$ cat src/rtl/prio_event_encoder_8to3.sv
// prio_event_encoder_8to3
//   Sequential 8-to-3 priority encoder. Rising edges on req are captured
//   into a sticky pending register. The highest-priority pending line that
//   is also enabled by mask is presented as a 3-bit code under a valid/ack
//   handshake. An accepted handshake retires that event.
//
// Ports
//   clk          system clock, rising-edge active
//   rst_n        asynchronous active-low reset
//   req[7:0]     event request lines (synchronous to clk)
//   mask[7:0]    per-line enable, 1 = eligible for presentation
//   ack          consumer accepts the presented code
//   clr_ovr      clears all overrun flags
//   code[2:0]    encoded index of the presented event
//   valid        code is valid and held stable
//   pending[7:0] sticky pending events
//   any_pending  OR of pending, ignoring mask
//   overrun[7:0] sticky: a rising edge arrived while that bit was pending
//   ack_err      one-cycle pulse after an ack seen while valid=0
//   serviced_cnt count of accepted handshakes, wraps
module prio_event_encoder_8to3 #(
    parameter int CNT_W      = 8,
    parameter bit HIGH_FIRST = 1'b1
) (
    input  logic             clk,
    input  logic             rst_n,
    input  logic [7:0]       req,
    input  logic [7:0]       mask,
    input  logic             ack,
    input  logic             clr_ovr,
    output logic [2:0]       code,
    output logic             valid,
    output logic [7:0]       pending,
    output logic             any_pending,
    output logic [7:0]       overrun,
    output logic             ack_err,
    output logic [CNT_W-1:0] serviced_cnt
);

    typedef enum logic {
        IDLE    = 1'b0,
        PRESENT = 1'b1
    } state_t;

    state_t           state_reg, state_next;
    logic [2:0]       code_reg, code_next;
    logic [CNT_W-1:0] cnt_reg, cnt_next;
    logic [7:0]       req_d_reg;
    logic [7:0]       pending_reg, pending_next;
    logic [7:0]       overrun_reg, overrun_next;
    logic             ack_err_reg;

    logic [7:0]       rise;
    logic [7:0]       clr;
    logic [7:0]       eligible;
    logic             accept;

    // Index of the winning bit; the later iteration overrides, so the loop
    // direction selects which end of the vector has priority.
    function automatic logic [2:0] prio_index(input logic [7:0] v);
        logic [2:0] idx;
        idx = 3'd0;
        if (HIGH_FIRST) begin
            for (int i = 0; i < 8; i++) begin
                if (v[i]) idx = 3'(i);
            end
        end else begin
            for (int i = 7; i >= 0; i--) begin
                if (v[i]) idx = 3'(i);
            end
        end
        return idx;
    endfunction

    assign rise     = req & ~req_d_reg;
    assign accept   = ack && (state_reg == PRESENT);
    assign eligible = pending_reg & mask;

    // Per-bit retire and sticky-flag update. A fresh rise always wins over
    // a retire on the same bit, so an event arriving during its own ack is
    // kept pending and does not count as an overrun.
    genvar gi;
    generate
        for (gi = 0; gi < 8; gi++) begin : g_bit
            assign clr[gi]          = accept && (code_reg == 3'(gi));
            assign pending_next[gi] = (pending_reg[gi] & ~clr[gi]) | rise[gi];
            assign overrun_next[gi] = (overrun_reg[gi] & ~clr_ovr)
                                    | (rise[gi] & pending_reg[gi] & ~clr[gi]);
        end
    endgenerate

    // FSM state register and handshake-owned registers
    always_ff @(posedge clk or negedge rst_n) begin
        if (!rst_n) begin
            state_reg <= IDLE;
            code_reg  <= 3'd0;
            cnt_reg   <= '0;
        end else begin
            state_reg <= state_next;
            code_reg  <= code_next;
            cnt_reg   <= cnt_next;
        end
    end

    // Next-state logic. The code is latched only on the IDLE->PRESENT
    // transition, so mask/req/pending changes cannot disturb a presented code.
    always_comb begin
        state_next = state_reg;
        code_next  = code_reg;
        cnt_next   = cnt_reg;
        case (state_reg)
            IDLE: begin
                if (|eligible) begin
                    code_next  = prio_index(eligible);
                    state_next = PRESENT;
                end
            end
            PRESENT: begin
                if (ack) begin
                    cnt_next   = cnt_reg + CNT_W'(1);
                    state_next = IDLE;
                end
            end
            default: state_next = IDLE;
        endcase
    end

    // Edge detector, event bookkeeping and ack error pulse
    always_ff @(posedge clk or negedge rst_n) begin
        if (!rst_n) begin
            req_d_reg   <= 8'h00;
            pending_reg <= 8'h00;
            overrun_reg <= 8'h00;
            ack_err_reg <= 1'b0;
        end else begin
            req_d_reg   <= req;
            pending_reg <= pending_next;
            overrun_reg <= overrun_next;
            ack_err_reg <= ack && (state_reg == IDLE);
        end
    end

    assign code         = code_reg;
    assign valid        = (state_reg == PRESENT);
    assign pending      = pending_reg;
    assign any_pending  = |pending_reg;
    assign overrun      = overrun_reg;
    assign ack_err      = ack_err_reg;
    assign serviced_cnt = cnt_reg;

endmodule

$ cat config.mk
export PLATFORM = sky130hd
export DESIGN_NAME = prio_event_encoder_8to3
export DESIGN_NICKNAME = d
export VERILOG_FILES = /design/src/rtl/prio_event_encoder_8to3.sv
export SDC_FILE = /design/constraint.sdc
export NUM_CORES = 1
export LEC_CHECK = 0
export CORE_ASPECT_RATIO = 1.1
export CORE_UTILIZATION = 43
export DETAILED_ROUTE_END_ITERATION = 6
export DONT_BUFFER_PORTS = 1
export SYNTH_ARGS = -nofsm -noshare
export SYNTH_HDL_FRONTEND = slang
export SYNTH_SLANG_ARGS = --single-unit
$ cat constraint.sdc
create_clock -name clk -period 3.91 [get_ports clk]
set_input_delay 0.5865 -clock clk [delete_from_list [all_inputs] [get_ports clk]]
set_output_delay 0.5865 -clock clk [all_outputs]
set_load 0.05 [all_outputs]
Run 1, cell classes on the final placement:
Scale bar: 20 um.
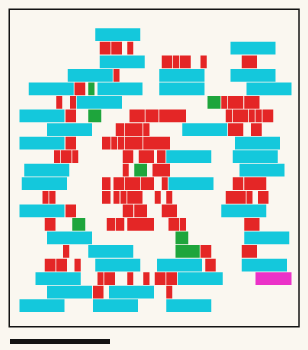
[all other logic] red | cells: 87 | share of their area: 35%
[flip-flops] cyan | cells: 37 | share of their area: 60%
[clock drivers and dummy loads] green | cells: 7 | share of their area: 3.6%
[other buffers and delay cells] magenta | cells: 1 | share of their area: 1.3%
Site Rows: 21
utilization after layout: 50.2%
core box area: 3150 sq um

Run 1, wires at chosen ports, followed through buffers:
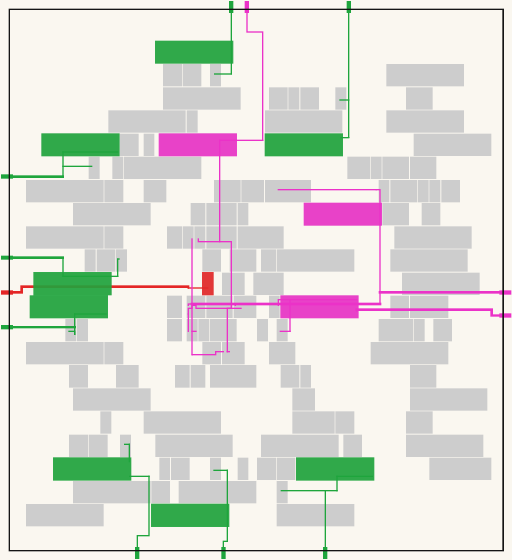
[overrun] green | direction: output | end cells: 8 | wire: 120 um
[any_pending] red | direction: output | end cells: 1 | wire: 23.6 um
[code] magenta | direction: output | end cells: 3 | wire: 174 um
Top Ports: 50
port bufs: 0

Run 1, cells by drive strength:
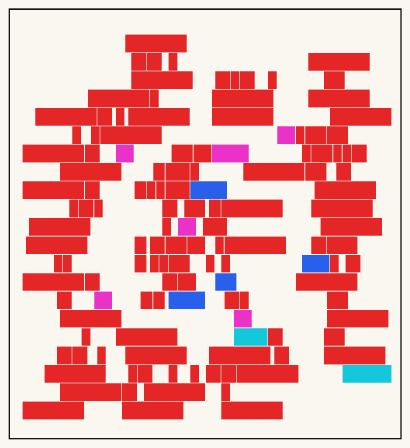
[drive 1 or less] red | cells: 120 | most used: dfrtp_1
[drive 6 and up] cyan | cells: 2
[drive 2] blue | cells: 4 | most used: a221oi_2
[drive 3 to 4] magenta | cells: 6 | most used: clkbuf_4
fin area: 1580 sq um
setup ws final: 1.63 ns

==> results.json, run 1 <==
{
  "status": "finished, violations left",
  "violations": "design-rule violations",
  "worstSetupStartpointType": "flip-flop",
  "logic_area_sq_um": 499,
  "syn_to_final_growth_pct": 7.38,
  "syn-cell-area_sq_um": 1480,
  "clock_skew_ns": 0.00534,
  "ys_cells": 126,
  "yosys_area_sq_um": 1480,
  "final_cells": 166,
  "vias": 973,
  "r2r_start": "valid",
  "hp-class": "in -> async",
  "report.final.slew_viol_count": 0,
  "powerDensity_nw_per_um2": 743,
  "n_antenna_cell": 0,
  "dp_slack_ns": 1.98,
  "p_seq_share_pct": 69.8,
  "clock_latency_ns": 0.33,
  "place_area_sq_um": 1510,
  "critPathSlowestCell": "dfrtp_1",
  "irDropWorstVdd_v": 0.000284,
  "hold_viol_final": 0,
  "cap_violations": 0,
  "cp_max_fo": 5,
  "r2r_slack_ns": 1.93,
  "grt_pass1_vias": 1135,
  "n_fill_cell": 298,
  "power.group.top": "sequential cells",
  "place_inst": 158,
  "gr-usage-met1_pct": 20.9,
  "synth_top_flop_cell": "dfrtp_1",
  "setup_violations": 0,
  "drt-initial-drc-count": 58,
  "tightest_slew_ns": 0.653,
  "drc_errors": 3,
  "synth_warnings": 0,
  "end_kind": "primary output",
  "top_layer": "met4",
  "yosysTopAreaCell": "dfrtp_1",
  "hpwlAfterDp_mm": 2.22,
  "drive_above_1_share_pct": 9.09,
  "netlist_instances": 126,
  "fmax_mhz": 439,
  "clock-root-buffer": "clkbuf_4",
  "totalPowerFinal_mw": 1.18,
  "die_y_um": 63.4,
  "top_cell_area_share_pct": 62.8,
  "arrival_ns": 1.69,
  "antenna_found_initial": 0,
  "fp_util_pct": 46.8,
  "avgSynthCellArea_sq_um": 11.7,
  "rsz0062_at_grt": "no",
  "path_class": "reg -> out",
  "wl_met2_mm": 1.56,
  "h-tree-depth": 2,
  "timing.setup.tns_ns": 0,
  "p_leak_nw": 0.688,
  "flop_area_sq_um": 926,
  "rr_endpoint": "overrun[4]",
  "finalClockPeriodUsage_pct": 58.2,
  "clockBufferDepth": 2,
  "switching_share_pct": 47.7,
  "cts_sinks": 37,
  "chipArea_sq_um": 3670,
  "powerClk_mw": 0.196,
  "grt_max_degree": 38,
  "synth.distinct_cells": 29,
  "p_comb_mw": 0.159,
  "dr.pass1.iters": 6,
  "top_usage_layer": "met2",
  "numSynthFlops": 37,
  "required_ns": 3.32,
  "crit_path_cell_trace": "nor4_1, nand2_1",
  "gp_congestion": 0.768,
  "timing.hold.ws_ns": 0.0761,
  "postCtsSetupBuffers": 0,
  "min_period_ns": 2.28,
  "met3_length_um": 263,
  "synthArstFlopShare_pct": 100,
  "ant_nets": 0,
  "synth_seq_share_pct": 62.8,
  "grt_use_total_pct": 18.9,
  "wl_mm": 2.98,
  "grt_pass1_wl_mm": 5.17,
  "synth-edff-count": 0,
  "synthTopCellsByCount": "dfrtp_1, nand2_1, inv_1",
  "nets": 153,
  "die_w_um": 57.8,
  "drt-met1-wl_mm": 1.07
}
==> run 1: placed cells by master (no fill, tap or decap) <==
cell type,instances
xnor2_1,4
dfrtp_1,37
a22oi_1,1
a21oi_2,1
o21ai_1,6
o21ai_0,1
mux2_2,1
a32oi_1,2
a22o_1,2
nor2b_1,1
xor2_1,3
and3_1,1
a221oi_2,2
clkbuf_1,1
clkbuf_8,1
a31oi_1,1
nor2_1,2
mux2_4,1
inv_1,11
buf_12,1
nor4_1,2
and2_1,1
mux2i_1,2
clkbuf_4,5
a222oi_1,1
nand4_1,3
nand2b_1,9
o31ai_1,2
nand2_1,18
o22ai_1,8
ha_1,1
==> run 1: cells by family after synthesis <==
group                      after synthesis  synth area share, %
adders and majority gates                1                0.848
buffers and inverters                   13                 3.39
DFF                                     37                 62.8
xor gates and xnor gates                 7                 4.16
muxes                                    4                 3.14
and+or+nand+nor                         37                 12.3
AOI/OAI and AO/OA                       27                 13.4
==> run 1: final cells by class <==
cell class	instances	area share, %
Timing Repair Buffer	1	1.26
Sequential cell	37	58.5
Clock buffer	7	3.48
Inverter	11	2.61
Tap cell	34	2.69
Multi-Input combinational cell	76	31.5
==> run 1: worst max path at each step <==
stage,start,endpoint,cells past startpoint,slack (ns)
floorplan,pending[1],any_pending,2,2.09
CTS,pending[1],any_pending,2,1.61
global route,pending[4],any_pending,2,1.58
finish,pending[1],any_pending,2,1.63
detailed placement,valid,overrun[4],4,1.98
global placement,pending[1],any_pending,2,1.99
==> run 1: worst max-delay path, delay by kind of cell, from the launching register on <==
family | cells | cell delay (ns)
DFF | 1 | 0.61
and+or+nand+nor | 2 | 0.74
==> run 1: what timing repair did <==
item	CTS	global route
hold buffers	1	0
hold endpoints to repair	37	0
resized	0	0
--- run 2 (diff from run 1) ---
- clock period: 3.91 -> 1.83 ns (I/O delays scaled with it)
Run 2, routing congestion map:
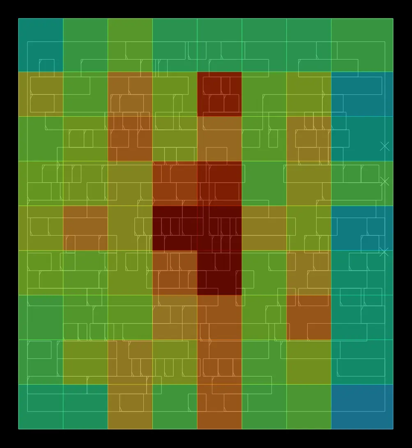
busiest grt layer: met2
GR Util met3: 6.16%
Total GRT Usage: 19.6%
met2 Use GR: 33.8%

==> results.json, run 2 <==
{
  "fp_util_pct": 46.8,
  "setup_violations": 0,
  "report.final.slew_viol_count": 0,
  "antenna_found_initial": 0,
  "synthArstFlopShare_pct": 100,
  "yosysTopAreaCell": "dfrtp_1",
  "top_cell_area_share_pct": 62.8,
  "wl_mm": 3.30,
  "violations": "design-rule violations",
  "avgSynthCellArea_sq_um": 11.7,
  "syn-cell-area_sq_um": 1480,
  "met3_length_um": 185,
  "crit_path_cell_trace": "buf_6, nor4_2, nand2_1, buf_4",
  "yosys_area_sq_um": 1480,
  "clock-root-buffer": "clkbuf_4",
  "required_ns": 1.56,
  "powerDensity_nw_per_um2": 1490,
  "nets": 181,
  "design_area_sq_um": 1820,
  "grt_pass1_wl_mm": 5.39,
  "synth_top_flop_cell": "dfrtp_1",
  "power_frac_comb_pct": 36.3,
  "timing.setup.tns_ns": 0,
  "critPathSlowestCell": "dfrtp_1",
  "min_period_ns": 1.75,
  "n_fill_cell": 283,
  "synth_warnings": 0,
  "lay_top_cells": "dfrtp_1, nand2_1, buf_4",
  "place_area_sq_um": 1640,
  "path_class": "reg -> out",
  "numSynthFlops": 37,
  "hold_viol_final": 0,
  "chipArea_sq_um": 3670,
  "ys_sh_adder_pct": 0.848,
  "die_w_um": 57.8,
  "grt-ovfl-total": 0,
  "synth.distinct_cells": 29,
  "tightest_slew_ns": 0.549,
  "dr.pass1.iters": 6,
  "synthTopCellsByCount": "dfrtp_1, nand2_1, inv_1",
  "xor_area_share_pct": 4.16,
  "wl_per_cell_um": 16.9,
  "cts_sinks": 37,
  "ys_cells": 126,
  "switching_share_pct": 46.1,
  "grt_pass1_vias": 1171,
  "synth_seq_share_pct": 62.8,
  "top_logic_kind": "AND-OR/OR-AND gates",
  "p_leak_nw": 0.808,
  "wl_met2_mm": 1.78,
  "synth-edff-count": 0,
  "core-area_sq_um": 3150,
  "worstSetupStartpointType": "flip-flop",
  "hp-class": "in -> reg",
  "logic_area_sq_um": 505,
  "drt-initial-drc-count": 39,
  "worst_slack_ns": 0.0838,
  "rsz0062_at_grt": "no",
  "cap_violations": 0,
  "arrival_ns": 1.47,
  "ys_sh_aoi_pct": 13.4,
  "cp_max_fo": 4,
  "gp_congestion": 0.774,
  "netlist_instances": 126,
  "synthTopCellsByArea": "dfrtp_1, nand2_1, nand2b_1, o22ai_1, inv_1",
  "grt_max_degree": 38,
  "cts_buffers": 5,
  "drt-met1-wl_mm": 1.25,
  "fmax_mhz": 573,
  "max_stage_delay_ns": 0.41,
  "dp_slack_ns": 0.281,
  "top_layer": "met4",
  "drc_errors": 3,
  "finalClockPeriodUsage_pct": 95.4,
  "p_seq_share_pct": 48.9,
  "cp_top_family": "flip-flops",
  "flop_area_sq_um": 926,
  "io_buffers": 0,
  "status": "finished, violations left",
  "clock_power_share_pct": 14.7,
  "rows": 21,
  "final_common_cell": "dfrtp_1",
  "synth.most_common_cell": "dfrtp_1",
  "die_y_um": 63.4,
  "warning_count": 26,
  "syn_to_final_growth_pct": 23.6,
  "end_kind": "primary output",
  "ys_sh_simple_pct": 12.3,
  "gr-usage-met1_pct": 22.1,
  "hpwlAfterDp_mm": 2.35,
  "clkSlewWorstSetupHoldPaths_ns": 0.10,
  "postCtsSetupBuffers": 0,
  "io_pins": 50,
  "r2r_slack_ns": 0.22,
  "n_antenna_cell": 0,
  "clock_skew_ns": 0.0101,
  "vias": 1089,
  "viasPerCell": 5.58,
  "slew-limit-headroom_pct": 63.4,
  "ant_nets": 0,
  "h-tree-depth": 2,
  "clockBufferDepth": 2,
  "critical_path_buf_inv_count": 2,
  "p_sw_mw": 1.25,
  "clock_latency_ns": 0.33,
  "cts_tree": "built",
  "synthMuxAreaShare_pct": 3.14,
  "drive_above_1_share_pct": 18.6,
  "irDropWorstVdd_v": 0.000626
}
## run 2: netlist changes by cell type in the layout (fill, tap and decap cells not counted), sizes merged
cell,delta
buf,+18
dlygate4sd3,+10
clkbuf,+1
## run 2: cells by family after synthesis
kind of cell	after synthesis
buffers and inverters	13
xor gates and xnor gates	7
and+or+nand+nor	37
adders and majority gates	1
DFF	37
AOI/OAI and AO/OA	27
muxes	4
## run 2: through the flow
step                util, %  instances  hold WS (ns)  power [mW]
floorplan                 -        126       -0.0211        1.98
global placement       52.1        176       -0.0201        2.25
detailed placement     52.1        176       -0.0200        2.28
CTS                    57.2        194        0.0193        2.72
global route           57.8        195        0.0169        2.86
finish                 57.8        195        0.0375        2.71
## run 2: area by class of cell
type                    count  area share, %
multi-input cells          76           27.7
inverters                  11           2.26
flip-flops and latches     37           50.8
well taps                  34           2.33
clock buffers               8           2.68
repair buffers             29           14.2
## run 2: final timing paths
kind                              start              end  cells after the start
hold / removal                  clr_ovr       overrun[7]                      1
max in group asynchronous         rst_n       pending[7]                      2
setup reg to reg             pending[4]          code[0]                      4
min in group asynchronous         rst_n  serviced_cnt[2]                      2
hold reg to reg            req_d_reg[1]       pending[1]                      2
setup / recovery             pending[2]      any_pending                      4
## run 2: what timing repair did
item,in CTS,in global routing
hold endpoints to repair,45,1
gates resized,0,2
hold buffers,10,1
endpoints found under the setup margin,0,1
## run 2: power groups by stage
stage / registers (mW) / logic, mW / clock network, mW
after global routing: 1.36 / 1.05 / 0.454
after floorplan: 1.71 / 0.270 / 0
final: 1.33 / 0.984 / 0.399
after global placement: 1.32 / 0.931 / 0
after detailed placement: 1.34 / 0.944 / 0
after CTS: 1.32 / 0.984 / 0.413
Power figures rest on the tool's default switching activity, not on a simulated workload.
